<file path="config.mk">
export PLATFORM = sky130hd
export DESIGN_NAME = control_sequencer_flat
export DESIGN_NICKNAME = d
export VERILOG_FILES = /design/src/rtl/control_sequencer_if.sv /design/src/rtl/control_sequencer.sv /design/src/flat_wrapper.sv
export SDC_FILE = /design/constraint.sdc
export NUM_CORES = 1
export LEC_CHECK = 0
export CORE_AREA = 2 2 49 70
export CTS_CLUSTER_DIAMETER = 80
export DETAILED_ROUTE_END_ITERATION = 6
export DIE_AREA = 0 0 51 72
export PLACE_DENSITY_LB_ADDON = 0.2
export SLEW_MARGIN = 5
export SYNTH_ARGS = -nofsm -noshare
export SYNTH_HDL_FRONTEND = slang
export SYNTH_SLANG_ARGS = --single-unit
</file>
<file path="constraint.sdc">
create_clock -name clk -period 2.5 [get_ports clk]
set_clock_uncertainty 0.15 [all_clocks]
set_input_delay 0.625 -clock clk [delete_from_list [all_inputs] [get_ports clk]]
set_output_delay 0.625 -clock clk [all_outputs]
set_load 0.1 [all_outputs]
</file>
<file path="src/rtl/control_sequencer_if.sv">
// Control bus between the SAP-1.5 sequencer and its datapath: the opcode and
// flags flowing in, and every bus-enable / load strobe flowing out.
//
// Handshake: there is no valid/ready pairing on this bus. Each strobe is a
// level that is meaningful for exactly one clock cycle, and the addressed
// register latches at the rising edge that ends that cycle. opcode_i is
// valid from fetch step F4 onward. The flags are latched values owned by
// the datapath.
interface control_sequencer_if #(
    parameter int OPCODE_WIDTH = 4
);
    logic [OPCODE_WIDTH-1:0] opcode_i;
    logic                    flag_zero_i;
    logic                    flag_carry_i;
    logic                    pc_inc_o;
    logic                    pc_load_o;
    logic                    pc_oe_o;
    logic                    mar_load_o;
    logic                    ram_oe_o;
    logic                    ram_we_o;
    logic                    ir_load_o;
    logic                    ir_oe_o;
    logic                    a_load_o;
    logic                    a_oe_o;
    logic                    b_load_o;
    logic                    alu_oe_o;
    logic                    alu_sub_o;
    logic                    flags_load_o;
    logic                    out_load_o;
    logic                    halt_o;
    logic                    instr_done_o;

    // Sequencer side: consumes opcode/flags, produces strobes.
    modport master (
        input  opcode_i, flag_zero_i, flag_carry_i,
        output pc_inc_o, pc_load_o, pc_oe_o, mar_load_o, ram_oe_o, ram_we_o,
               ir_load_o, ir_oe_o, a_load_o, a_oe_o, b_load_o, alu_oe_o,
               alu_sub_o, flags_load_o, out_load_o, halt_o, instr_done_o
    );

    // Datapath side: produces opcode/flags, consumes strobes.
    modport slave (
        output opcode_i, flag_zero_i, flag_carry_i,
        input  pc_inc_o, pc_load_o, pc_oe_o, mar_load_o, ram_oe_o, ram_we_o,
               ir_load_o, ir_oe_o, a_load_o, a_oe_o, b_load_o, alu_oe_o,
               alu_sub_o, flags_load_o, out_load_o, halt_o, instr_done_o
    );
endinterface

</file>
<file path="src/rtl/control_sequencer.sv">
// SAP-1.5 microcoded control unit. A phase register (fetch / execute / halt)
// plus a microstep counter walks the instruction; every strobe is a Moore
// decode of that state and the opcode, and is forced low while reset is high.
// dbg_state_o exposes {phase, step} so checkers can follow the sequence.
module control_sequencer #(
    parameter int OPCODE_WIDTH = 4,
    parameter int STEP_WIDTH   = 3
) (
    input  logic                  clk,
    input  logic                  reset,
    control_sequencer_if.master   ctrl,
    output logic [STEP_WIDTH+1:0] dbg_state_o
);
    typedef enum logic [1:0] {
        PH_FETCH = 2'd0,
        PH_EXEC  = 2'd1,
        PH_HALT  = 2'd2
    } phase_t;

    localparam logic [OPCODE_WIDTH-1:0] OP_LDA = 'h1;
    localparam logic [OPCODE_WIDTH-1:0] OP_ADD = 'h2;
    localparam logic [OPCODE_WIDTH-1:0] OP_SUB = 'h3;
    localparam logic [OPCODE_WIDTH-1:0] OP_STA = 'h4;
    localparam logic [OPCODE_WIDTH-1:0] OP_LDI = 'h5;
    localparam logic [OPCODE_WIDTH-1:0] OP_JMP = 'h6;
    localparam logic [OPCODE_WIDTH-1:0] OP_JC  = 'h7;
    localparam logic [OPCODE_WIDTH-1:0] OP_JZ  = 'h8;
    localparam logic [OPCODE_WIDTH-1:0] OP_OUT = 'hE;
    localparam logic [OPCODE_WIDTH-1:0] OP_HLT = 'hF;

    localparam logic [STEP_WIDTH-1:0] S0 = 'd0;
    localparam logic [STEP_WIDTH-1:0] S2 = 'd2;
    localparam logic [STEP_WIDTH-1:0] S3 = 'd3;
    localparam logic [STEP_WIDTH-1:0] S4 = 'd4;
    localparam logic [STEP_WIDTH-1:0] S5 = 'd5;
    localparam logic [STEP_WIDTH-1:0] STEP_ONE = 'd1;

    phase_t                phase_q;
    logic [STEP_WIDTH-1:0] step_q;
    logic                  halt_entry_q;
    logic [STEP_WIDTH-1:0] exec_last;

    // Index of the final execute step for the current opcode.
    always_comb begin
        exec_last = S0;
        case (ctrl.opcode_i)
            OP_LDA:         exec_last = S3;
            OP_ADD, OP_SUB: exec_last = S5;
            OP_STA:         exec_last = S2;
            default:        exec_last = S0;
        endcase
    end

    // Sequencing: fetch F0..F4, then execute E0..last, or halt after F4 on HLT.
    always_ff @(posedge clk) begin
        if (reset) begin
            phase_q      <= PH_FETCH;
            step_q       <= S0;
            halt_entry_q <= 1'b0;
        end else begin
            halt_entry_q <= 1'b0;
            case (phase_q)
                PH_FETCH: begin
                    if (step_q == S4) begin
                        step_q <= S0;
                        if (ctrl.opcode_i == OP_HLT) begin
                            phase_q      <= PH_HALT;
                            halt_entry_q <= 1'b1;
                        end else begin
                            phase_q <= PH_EXEC;
                        end
                    end else if (step_q > S4) begin
                        step_q <= S0;
                    end else begin
                        step_q <= step_q + STEP_ONE;
                    end
                end
                PH_EXEC: begin
                    // The >= also catches an opcode that shortened mid-instruction.
                    if (step_q >= exec_last || step_q >= S5) begin
                        phase_q <= PH_FETCH;
                        step_q  <= S0;
                    end else begin
                        step_q <= step_q + STEP_ONE;
                    end
                end
                PH_HALT: begin
                    step_q <= S0;
                end
                default: begin
                    phase_q <= PH_FETCH;
                    step_q  <= S0;
                end
            endcase
        end
    end

    // Strobe decode from phase, step and opcode; all low during reset.
    always_comb begin
        ctrl.pc_inc_o     = 1'b0;
        ctrl.pc_load_o    = 1'b0;
        ctrl.pc_oe_o      = 1'b0;
        ctrl.mar_load_o   = 1'b0;
        ctrl.ram_oe_o     = 1'b0;
        ctrl.ram_we_o     = 1'b0;
        ctrl.ir_load_o    = 1'b0;
        ctrl.ir_oe_o      = 1'b0;
        ctrl.a_load_o     = 1'b0;
        ctrl.a_oe_o       = 1'b0;
        ctrl.b_load_o     = 1'b0;
        ctrl.alu_oe_o     = 1'b0;
        ctrl.alu_sub_o    = 1'b0;
        ctrl.flags_load_o = 1'b0;
        ctrl.out_load_o   = 1'b0;
        ctrl.halt_o       = 1'b0;
        ctrl.instr_done_o = 1'b0;
        if (!reset) begin
            case (phase_q)
                PH_FETCH: begin
                    if (step_q == S0) begin
                        ctrl.pc_oe_o    = 1'b1;
                        ctrl.mar_load_o = 1'b1;
                    end else if (step_q == S2) begin
                        ctrl.ram_oe_o  = 1'b1;
                        ctrl.ir_load_o = 1'b1;
                    end else if (step_q == S3) begin
                        ctrl.pc_inc_o = 1'b1;
                    end
                end
                PH_EXEC: begin
                    case (ctrl.opcode_i)
                        OP_LDA: begin
                            if (step_q == S0) begin
                                ctrl.ir_oe_o    = 1'b1;
                                ctrl.mar_load_o = 1'b1;
                            end else if (step_q == S3) begin
                                ctrl.ram_oe_o     = 1'b1;
                                ctrl.a_load_o     = 1'b1;
                                ctrl.instr_done_o = 1'b1;
                            end
                        end
                        OP_ADD, OP_SUB: begin
                            if (step_q == S0) begin
                                ctrl.ir_oe_o    = 1'b1;
                                ctrl.mar_load_o = 1'b1;
                            end else if (step_q == S2) begin
                                ctrl.ram_oe_o = 1'b1;
                                ctrl.b_load_o = 1'b1;
                            end else if (step_q == S4) begin
                                ctrl.alu_oe_o     = 1'b1;
                                ctrl.a_load_o     = 1'b1;
                                ctrl.flags_load_o = 1'b1;
                                ctrl.alu_sub_o    = (ctrl.opcode_i == OP_SUB);
                            end else if (step_q == S5) begin
                                ctrl.instr_done_o = 1'b1;
                            end
                        end
                        OP_STA: begin
                            if (step_q == S0) begin
                                ctrl.ir_oe_o    = 1'b1;
                                ctrl.mar_load_o = 1'b1;
                            end else if (step_q == S2) begin
                                ctrl.a_oe_o       = 1'b1;
                                ctrl.ram_we_o     = 1'b1;
                                ctrl.instr_done_o = 1'b1;
                            end
                        end
                        OP_LDI: begin
                            ctrl.ir_oe_o      = 1'b1;
                            ctrl.a_load_o     = 1'b1;
                            ctrl.instr_done_o = 1'b1;
                        end
                        OP_JMP: begin
                            ctrl.ir_oe_o      = 1'b1;
                            ctrl.pc_load_o    = 1'b1;
                            ctrl.instr_done_o = 1'b1;
                        end
                        OP_JC: begin
                            ctrl.ir_oe_o      = ctrl.flag_carry_i;
                            ctrl.pc_load_o    = ctrl.flag_carry_i;
                            ctrl.instr_done_o = 1'b1;
                        end
                        OP_JZ: begin
                            ctrl.ir_oe_o      = ctrl.flag_zero_i;
                            ctrl.pc_load_o    = ctrl.flag_zero_i;
                            ctrl.instr_done_o = 1'b1;
                        end
                        OP_OUT: begin
                            ctrl.a_oe_o       = 1'b1;
                            ctrl.out_load_o   = 1'b1;
                            ctrl.instr_done_o = 1'b1;
                        end
                        default: begin
                            // NOP and undefined opcodes: a single done-only step.
                            ctrl.instr_done_o = 1'b1;
                        end
                    endcase
                end
                PH_HALT: begin
                    ctrl.halt_o       = 1'b1;
                    ctrl.instr_done_o = halt_entry_q;
                end
                default: begin
                end
            endcase
        end
    end

    assign dbg_state_o = {phase_q, step_q};
endmodule

</file>
<file path="src/flat_wrapper.sv">
// flat-port wrapper written by rule: the top's interface ports become plain ports
module control_sequencer_flat 
#(
    parameter int OPCODE_WIDTH = 4,
    parameter int STEP_WIDTH   = 3
)
  (clk, reset, dbg_state_o, ctrl_opcode_i, ctrl_flag_zero_i, ctrl_flag_carry_i, ctrl_pc_inc_o, ctrl_pc_load_o, ctrl_pc_oe_o, ctrl_mar_load_o, ctrl_ram_oe_o, ctrl_ram_we_o, ctrl_ir_load_o, ctrl_ir_oe_o, ctrl_a_load_o, ctrl_a_oe_o, ctrl_b_load_o, ctrl_alu_oe_o, ctrl_alu_sub_o, ctrl_flags_load_o, ctrl_out_load_o, ctrl_halt_o, ctrl_instr_done_o);
  control_sequencer_if #(.OPCODE_WIDTH(OPCODE_WIDTH)) ctrl_i ();
  input  logic clk;
  input  logic reset;
  output logic [STEP_WIDTH+1:0] dbg_state_o;
  input wire logic [$bits(ctrl_i.opcode_i)-1:0] ctrl_opcode_i;
  input wire logic [$bits(ctrl_i.flag_zero_i)-1:0] ctrl_flag_zero_i;
  input wire logic [$bits(ctrl_i.flag_carry_i)-1:0] ctrl_flag_carry_i;
  output wire logic [$bits(ctrl_i.pc_inc_o)-1:0] ctrl_pc_inc_o;
  output wire logic [$bits(ctrl_i.pc_load_o)-1:0] ctrl_pc_load_o;
  output wire logic [$bits(ctrl_i.pc_oe_o)-1:0] ctrl_pc_oe_o;
  output wire logic [$bits(ctrl_i.mar_load_o)-1:0] ctrl_mar_load_o;
  output wire logic [$bits(ctrl_i.ram_oe_o)-1:0] ctrl_ram_oe_o;
  output wire logic [$bits(ctrl_i.ram_we_o)-1:0] ctrl_ram_we_o;
  output wire logic [$bits(ctrl_i.ir_load_o)-1:0] ctrl_ir_load_o;
  output wire logic [$bits(ctrl_i.ir_oe_o)-1:0] ctrl_ir_oe_o;
  output wire logic [$bits(ctrl_i.a_load_o)-1:0] ctrl_a_load_o;
  output wire logic [$bits(ctrl_i.a_oe_o)-1:0] ctrl_a_oe_o;
  output wire logic [$bits(ctrl_i.b_load_o)-1:0] ctrl_b_load_o;
  output wire logic [$bits(ctrl_i.alu_oe_o)-1:0] ctrl_alu_oe_o;
  output wire logic [$bits(ctrl_i.alu_sub_o)-1:0] ctrl_alu_sub_o;
  output wire logic [$bits(ctrl_i.flags_load_o)-1:0] ctrl_flags_load_o;
  output wire logic [$bits(ctrl_i.out_load_o)-1:0] ctrl_out_load_o;
  output wire logic [$bits(ctrl_i.halt_o)-1:0] ctrl_halt_o;
  output wire logic [$bits(ctrl_i.instr_done_o)-1:0] ctrl_instr_done_o;
  assign ctrl_i.opcode_i = ctrl_opcode_i;
  assign ctrl_i.flag_zero_i = ctrl_flag_zero_i;
  assign ctrl_i.flag_carry_i = ctrl_flag_carry_i;
  assign ctrl_pc_inc_o = ctrl_i.pc_inc_o;
  assign ctrl_pc_load_o = ctrl_i.pc_load_o;
  assign ctrl_pc_oe_o = ctrl_i.pc_oe_o;
  assign ctrl_mar_load_o = ctrl_i.mar_load_o;
  assign ctrl_ram_oe_o = ctrl_i.ram_oe_o;
  assign ctrl_ram_we_o = ctrl_i.ram_we_o;
  assign ctrl_ir_load_o = ctrl_i.ir_load_o;
  assign ctrl_ir_oe_o = ctrl_i.ir_oe_o;
  assign ctrl_a_load_o = ctrl_i.a_load_o;
  assign ctrl_a_oe_o = ctrl_i.a_oe_o;
  assign ctrl_b_load_o = ctrl_i.b_load_o;
  assign ctrl_alu_oe_o = ctrl_i.alu_oe_o;
  assign ctrl_alu_sub_o = ctrl_i.alu_sub_o;
  assign ctrl_flags_load_o = ctrl_i.flags_load_o;
  assign ctrl_out_load_o = ctrl_i.out_load_o;
  assign ctrl_halt_o = ctrl_i.halt_o;
  assign ctrl_instr_done_o = ctrl_i.instr_done_o;
  control_sequencer #(.OPCODE_WIDTH(OPCODE_WIDTH), .STEP_WIDTH(STEP_WIDTH)) u_core (.clk(clk), .reset(reset), .ctrl(ctrl_i), .dbg_state_o(dbg_state_o));
endmodule
</file>
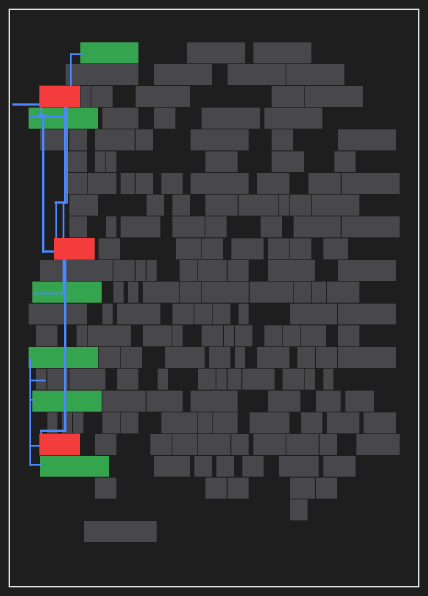
*Clock network drawn from the DEF*
(8 px per um)
clock wires: in blue, length 141 um. flip-flops: in green, count 6. clock-net drivers: in red, count 3.
There are 4 routed clock nets.
Late-Pin Clk Latency: 230 ps
Clk. pwr: 0.157 mW
clock share of power: 10.9%

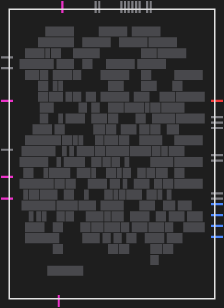
*Pin map*
(4 px per um) Pins as bars across the die edge, other pins in gray.
ctrl_a_load_o: in red, pins 1, direction output, edge east. ctrl_opcode_i: in blue, pins 4, direction input, edge east. dbg_state_o: in magenta, pins 5, direction output, edge 3 west, 1 south, 1 north.
All pins by edge: 12 east, 11 north, 6 west, 1 south.
Die W: 51 um
IO Port Bufs: 29
die height: 72 um

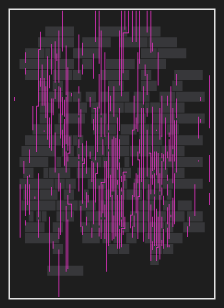
*The metal 2 layer*
(4 px per um) Cells faint in the background.
The wires run mostly vertical. The longest straight run is 33.3 um.
final WL: 2660 um
routing usage on met2: 30.3%

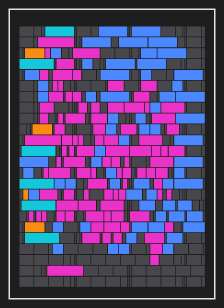
*Placement by cell class*
(4 px per um) Fill, decap, tap and diode cells in gray.
remaining logic cells: in magenta, cells 95, share of their area 48%. clock drivers and dummy loads: in orange, cells 4, share of their area 2.5%. sequential cells: in cyan, cells 6, share of their area 7.8%. remaining buffers and delay cells: in blue, cells 64, share of their area 42%.
total core area: 0.00303 sq mm
site row count: 24
Design Area, Final: 0.00183 sq mm
fin util: 60.4%
fraction of area in registers: 7.58%

## cell families after synthesis
family | Yosys count | share of synthesized area (%)
AND/OR/NAND/NOR | 57 | 39.1
multiplexers | 3 | 3.94
adder cells (fa/ha/maj) | 11 | 17.3
AND-OR/OR-AND | 14 | 12.8
flip-flops | 6 | 15.1
buffers and inverters | 15 | 9.60
XOR/XNOR | 2 | 2.21
## path summary, 6_finish.rpt
| check | from | endpoint | cells past startpoint |
|---|---|---|---|
| worst max-delay path | ctrl_opcode_i[2] | ctrl_instr_done_o | 6 |
| worst min-delay path | u_core.phase_q[1]$_SDFFE_PP0P_ | u_core.phase_q[1]$_SDFFE_PP0P_ | 2 |
| worst max register to register | u_core.step_q[0]$_SDFF_PP0_ | u_core.phase_q[0]$_SDFFE_PP0P_ | 8 |
| worst min register to register | u_core.phase_q[1]$_SDFFE_PP0P_ | u_core.phase_q[1]$_SDFFE_PP0P_ | 2 |
## routing by layer
metal | up-vias | routed length (um) | GRT usage (%)
li1 | 481 | - | -
met1 | 455 | 866 | 14.9
met2 | 29 | 1570 | 30.3
met3 | 14 | 98 | 2.67
met4 | 0 | 116 | 11.1
met5 | - | 0 | 0
## cells in the final DEF (no fill, tap or decap), types with 5 or more instances in the layout
cell	Yosys	routed
buf_12	0	17
buf_4	2	33
buf_6	1	10
dfxtp_4	0	5
ha_1	11	6
nand2_1	8	7
nand2b_1	6	5
nor2_1	19	9
nor2_2	2	5
nor2_4	0	7
## cell type report
| cell class | count | area (sq um) | share of cell area (%) |
|---|---|---|---|
| clock buffers | 4 | 45.0 | 2.46 |
| multi-input cells | 87 | 820 | 44.7 |
| repair buffers | 64 | 744 | 40.6 |
| inverters | 8 | 35.0 | 1.91 |
| well taps | 39 | 48.8 | 2.66 |
| flip-flops and latches | 6 | 139 | 7.58 |
## cells in the mapped netlist, drive strengths merged
cell type  count  area share (%)
o2111ai        1             1.1
o211a          1             1.3
dfxtp          6              15
a41o           1             1.3
nor2          21              11
a21oi          4             2.5
o21ai          1            0.63
nor3           4             2.5
nand3          2             1.3
nand4          3             2.4
ha            11              17
nor2b          3             3.3
a31oi          1            0.79
inv            8             3.8
buf            6             5.2
a32oi          1             1.1
xor2           1             1.1
or3            3             2.4
mux2i          2             2.5
mux2           1             1.4
nand2b         9             9.3
and2b          1            0.95
or2            3             2.7
a21boi         1             1.4
clkbuf         1            0.63
xnor2          1             1.1
o22ai          1            0.79
o31ai          1            0.95
a21o           1            0.95
nand2          8             3.8
## power groups by stage
stage          Combinational (mW)  Clock (mW)  Sequential (mW)
2_1_floorplan               0.548           0            0.349
3_3_place_gp                0.950           0            0.185
3_5_place_dp                0.958           0            0.186
4_1_cts                      1.05       0.165            0.183
5_1_grt                      1.18       0.168            0.186
6_report                     1.10       0.157            0.179
## critical path, stage by stage
cell and delay (ps):
buf_6 100, nand2b_4 130, or3_1 350, a41o_1 280, a21boi_4 150, buf_12 190
## flip-flops by register name (all words and copies together), names as in the netlist
name                 count
u_core.halt_entry_q      1
u_core.step_q            3
u_core.phase_q           2
## timing repair
action                                  CTS  global route
resized                                  39             8
endpoints found under the setup margin   20            11
pin swaps                                17            14
buffers inserted                         11             4
==> run notes <==
flow finished, numbers: outcome=finished, violations left, failing checks=negative setup slack, # fillers=roughly 270, Setup WS post-layout=-117 ps, count of tool warnings=34, yosys warns=0, Final ANT Viol Nets=0, Clock Sinks=6, post-cts hold-fix buffer tally=0, Netlist Area Pre-Place=slightly below 800 sq um, chip area=0.00367 sq mm, first drt pass iteration count=3, Finished Layout Cells=208, initial core utilization=26.2%, Routability Congestion=~0.82, # Cells Yosys=108, htree depth=1, Reg clk slew, reported paths=roughly 40 ps, DP Area=0.00160 sq mm, GRT overflow=0, syn avg cell area=around 7.4 sq um, WS Path Type=input port to output pin, pre-CTS setup slack=-602 ps, total track usage=between 15 and 20%, Tot Pwr=1.44 mW, Setup violations, final=3, Syn-to-layout area delta=131%, detailed-route via count=a little under 1000, leak pwr=around 0.77 nW, first-pass GRT wire length=4470 um, Net Sw Frac=53.0%, CTS tree=done, Power Internal=0.676 mW, Power Dens Cells=~800 mW/mm^2, vias in the first global route=1073, relative slew slack=around four fifths, HPWL after detailed placement=2030 um, number of nets at floorplan=127, Crit path arrival time=1840 ps, worst hold margin=390 ps, Worst Hold Class=register to register, yosys stat area=just under 800 sq um, clock buffer depth=2, final worst-path cycle share=105%, crit path time final=2620 ps
Power is estimated from default activity; no workload was simulated.
